==> config.mk <==
export PLATFORM = sky130hd
export DESIGN_NAME = div_result_display
export DESIGN_NICKNAME = d
export VERILOG_FILES = /design/src/rtl/div_result_display.sv
export SDC_FILE = /design/constraint.sdc
export NUM_CORES = 1
export LEC_CHECK = 0
export CAP_MARGIN = 20
export CORE_MARGIN = 1
export CORE_UTILIZATION = 55
export DETAILED_ROUTE_END_ITERATION = 12
export GPL_TIMING_DRIVEN = 0
export PLACE_DENSITY_LB_ADDON = 0.25
export SETUP_SLACK_MARGIN = 0.05
export SKIP_CTS_REPAIR_TIMING = 1
export SYNTH_ARGS = -nofsm -noshare
export SYNTH_HDL_FRONTEND = slang
export SYNTH_SLANG_ARGS = --single-unit
==> constraint.sdc <==
create_clock -name clk -period 3.1 [get_ports clk]
set_clock_uncertainty 0.15 [all_clocks]
set_input_delay 0.93 -clock clk [delete_from_list [all_inputs] [get_ports clk]]
set_output_delay 0.93 -clock clk [all_outputs]
set_load 0.01 [all_outputs]
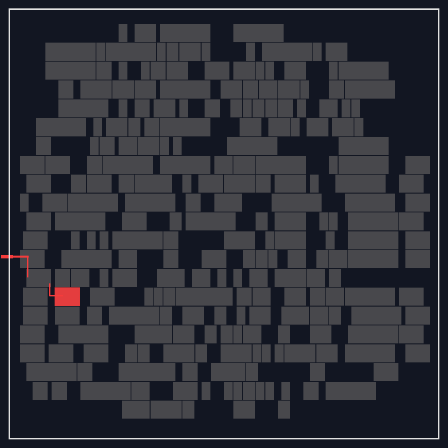
Figure 1: run 1, port wiring.
| colour | port | bits | direction | end cells | buffers | wire |
|---|---|---|---|---|---|---|
| red | `e` | 1 | input | 1 | 1 | 8.50 µm |
I/O pins: 24
# port buffers: 22

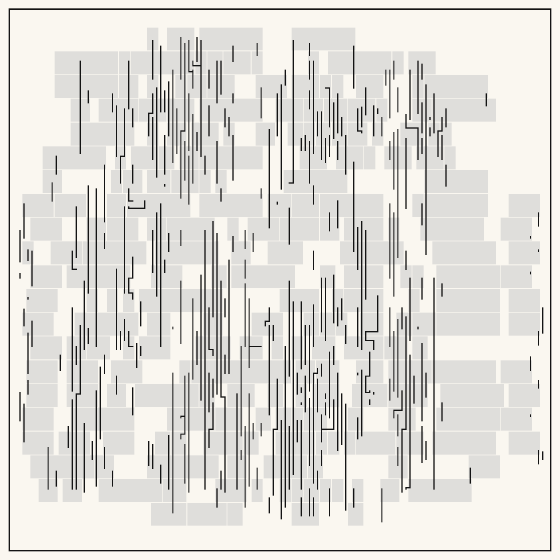
Figure 2: run 1, signal wires on met2.
wire length on this layer: 1,490 µm
share of all routed wire: 43%
main direction: vertical
nets with wire on the layer: 198
longest straight run: 29.6 µm
wire length reported by the detailed router: 3440 µm
GR met2 Demand/Resource: 0.298
total via count in the routed design: 1,523

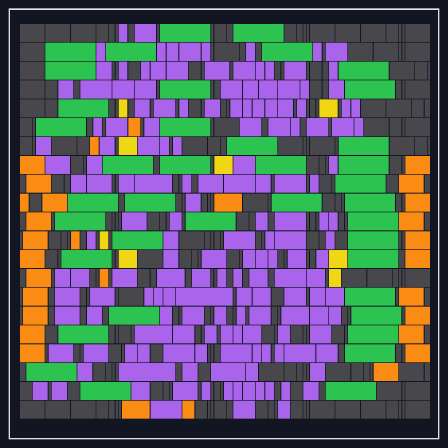
Figure 3: run 1, placement by cell class.
Fill, decap, tap and diode cells in grey.
| colour | class | cells | share of their area |
|---|---|---|---|
| green | flops | 39 | 35% |
| purple | all other logic | 163 | 51% |
| orange | other buffers and delay cells | 30 | 12% |
| yellow | clock drivers and dummy loads | 8 | 2.2% |
flip-flop and latch share of the layout cell area: 0.340
post-layout util: 0.677
Placement Rows: 21

==> reports/metrics.json, run 1 <==
{
  "power": {
    "finalPower_uw": 905,
    "combinationalPower_uw": 140,
    "peakVddDrop_mv": 0.260,
    "seq_power_uw": 529
  },
  "global_routing": {
    "grt_pass1_wl_um": 5820,
    "grt_start_max_net_pins": 12,
    "grt_antenna_before_repair": 0
  },
  "synth": {
    "mux_share": 0.107,
    "synth.cellmix.adderShare": 0.0636,
    "xor_xnor_share_of_the_synthesized_area": 0.0757,
    "yosysChipArea_mm2": 0.00197,
    "synth_area_per_cell_um2": 9.37,
    "yosys.cell_types.count": 46,
    "syn-cell-area_mm2": 0.00197
  },
  "final_timing": {
    "finalWorstSetupSlack_ns": 0.479,
    "timing.final.crit_period_ns": 2.62,
    "fmax_mhz": 382,
    "period_used_share": 0.846,
    "setup_repair_after_global_routing_missed_its_margin": "no"
  },
  "clock_tree": {
    "cts.reportedPaths.clkPinSlew_ns": 0.11,
    "clockRootBuffer": "sky130_fd_sc_hd__clkbuf_4",
    "cts-root-to-sink-buffers": 2
  },
  "cells_and_area": {
    "drive_above_1_share": 0.0875,
    "nFillCells": 289,
    "area.sequential_um2": 781,
    "finish.instance_area_mm2": 0.00229,
    "comb_area_share": 0.483,
    "final_nets": 261,
    "clock_buffer_count": 7,
    "num-nonclk-inverters": 7,
    "dominant_class_by_area": "multi-input combinational cells",
    "signal_buffers": 30,
    "logic_gates": 156
  },
  "detailed_routing": {
    "antenna_violating_nets_post_route": 0,
    "met3_length_um": 133,
    "met1_length_um": 1780,
    "met2_wl_um": 1490
  },
  "job": {
    "cap_viol_max_count": 0
  },
  "critical_path": {
    "worst-r2r-setup-slack_ns": 0.48,
    "cp_num_buf_inv": 1,
    "worst-endpoint-arrival_ns": 2.71,
    "worst-path-max-fanout": 10
  },
  "worst_hold_path": {
    "whs_path_depth": 1,
    "hold_path_class": "reg -> reg"
  },
  "floorplanning": {
    "die_area_mm2": 0.00382
  },
  "run_status": {
    "outcome": "completed"
  },
  "placed_design": {
    "placedCellCount": 278
  }
}
--- run 2 (diff from run 1) ---
--- a/config.mk
+++ b/config.mk
@@ -7,7 +7,7 @@
 export LEC_CHECK = 0
 export CAP_MARGIN = 20
 export CORE_MARGIN = 1
-export CORE_UTILIZATION = 55
+export CORE_UTILIZATION = 49
 export DETAILED_ROUTE_END_ITERATION = 12
 export GPL_TIMING_DRIVEN = 0
 export PLACE_DENSITY_LB_ADDON = 0.25
==> constraint.sdc (replaced) <==
create_clock -name clk -period 2.3 [get_ports clk]
set_clock_uncertainty 0.15 [all_clocks]
set_input_delay 0.69 -clock clk [delete_from_list [all_inputs] [get_ports clk]]
set_output_delay 0.69 -clock clk [all_outputs]
set_load 0.01 [all_outputs]
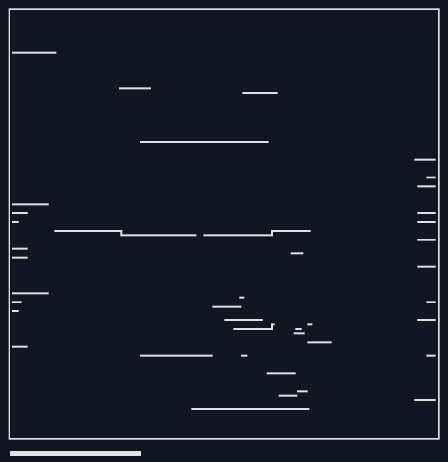
Figure 4: run 2, signal wires on met3.
Bar = 20 µm.
nets with wire on the layer: 33
share of all routed wire: 4.6%
main direction: horizontal
total via count in the routed design: 1,610
met3 GRT Util: 0.0573
wire length reported by the detailed router: 3960 µm

==> run 2 against run 1 <==
Against the previous run:
- area after synthesis stayed put
- via count is 5.7% higher
- critical path depth stayed put
- maximum frequency is 18% higher
- hold slack hardly changed
- cell count is 5.2% higher
- first-iteration DRC count is 18% higher
- global-route usage is 2.2 points lower
- sequential share of layout area is 2.8 points lower
- flip-flop count stayed put
- core utilization is 0.69 points lower
- largest cell class unchanged
==> reports/metrics.json, run 2 <==
{
  "cells_and_area": {
    "dominant_class_by_area": "multi-input combinational cells",
    "final_nets": {"value": 274, "change": "+5.0%"},
    "flip_flop_and_latch_share_of_the_layout_cell_area": {"value": 0.313, "change": "-0.0275"},
    "drive_above_1_share": {"value": 0.154, "change": "+0.0667"},
    "comb_area_share": {"value": 0.454, "change": "-0.0287"},
    "nFillCells": {"value": 320, "change": "+11%"},
    "logic_gates": {"value": 156, "change": "unchanged"},
    "area.sequential": {"value": 785, "unit": "µm²", "change": "+0.48%"},
    "clock_buffer_count": {"value": 6, "change": "-1"},
    "num-nonclk-inverters": {"value": 7, "change": "unchanged"}
  },
  "critical_path": {
    "worst-path-max-fanout": {"value": 8, "change": "-2"},
    "worst-r2r-setup-slack": {"value": 0.07, "unit": "ns", "change": "-0.41 ns"},
    "cp_num_buf_inv": {"value": 3, "change": "+2"}
  },
  "detailed_routing": {
    "met2_wl": {"value": 1720, "unit": "µm", "change": "+15%"},
    "met1_length": {"value": 1950, "unit": "µm", "change": "+9.6%"},
    "antenna_violating_nets_post_route": {"value": 0, "change": "unchanged"},
    "met3_length": {"value": 180, "unit": "µm", "change": "+35%"}
  },
  "synth": {
    "mux_share": {"value": 0.107, "change": "unchanged"},
    "syn-cell-area": {"value": 0.00197, "unit": "mm²", "change": "unchanged"},
    "yosysChipArea": {"value": 0.00197, "unit": "mm²", "change": "unchanged"},
    "synth_area_per_cell": {"value": 9.37, "unit": "µm²", "change": "unchanged"},
    "synth.cellmix.adderShare": {"value": 0.0636, "change": "unchanged"}
  },
  "power": {
    "finalPower": {"value": 1.38, "unit": "mW", "change": "+52%"},
    "combinationalPower": {"value": 219, "unit": "µW", "change": "+56%"},
    "seq_power": {"value": 712, "unit": "µW", "change": "+35%"}
  },
  "global_routing": {
    "grt_start_max_net_pins": {"value": 13, "change": "+1"},
    "grt_pass1_wl": {"value": 6020, "unit": "µm", "change": "+3.6%"},
    "grt_antenna_before_repair": {"value": 0, "change": "unchanged"}
  },
  "run_status": {
    "outcome": "completed"
  },
  "clock_tree": {
    "cts-root-to-sink-buffers": {"value": 2, "change": "unchanged"},
    "clockRootBuffer": "sky130_fd_sc_hd__clkbuf_8",
    "cts.reportedPaths.clkPinSlew": {"value": 0.08, "unit": "ns", "change": "-0.03 ns"}
  },
  "final_timing": {
    "finalWorstSetupSlack": {"value": 0.0703, "unit": "ns", "change": "-0.409 ns"},
    "timing.final.crit_period": {"value": 2.23, "unit": "ns", "change": "-0.391 ns"},
    "setup_repair_after_global_routing_missed_its_margin": "yes",
    "fmax": {"value": 448, "unit": "MHz", "change": "+18%"}
  },
  "worst_hold_path": {
    "whs_path_depth": {"value": 1, "change": "unchanged"},
    "hold_path_class": "reg -> reg"
  },
  "floorplanning": {
    "die_area": {"value": 0.00427, "unit": "mm²", "change": "+12%"},
    "std_cell_rows": {"value": 22, "change": "+4.8%"},
    "top_level_ports": {"value": 24, "change": "unchanged"}
  },
  "job": {
    "cap_viol_max_count": {"value": 0, "change": "unchanged"}
  },
  "placed_design": {
    "placedCellCount": {"value": 280, "change": "+0.72%"}
  }
}
Power figures rest on the tool's default switching activity, not on a simulated workload.
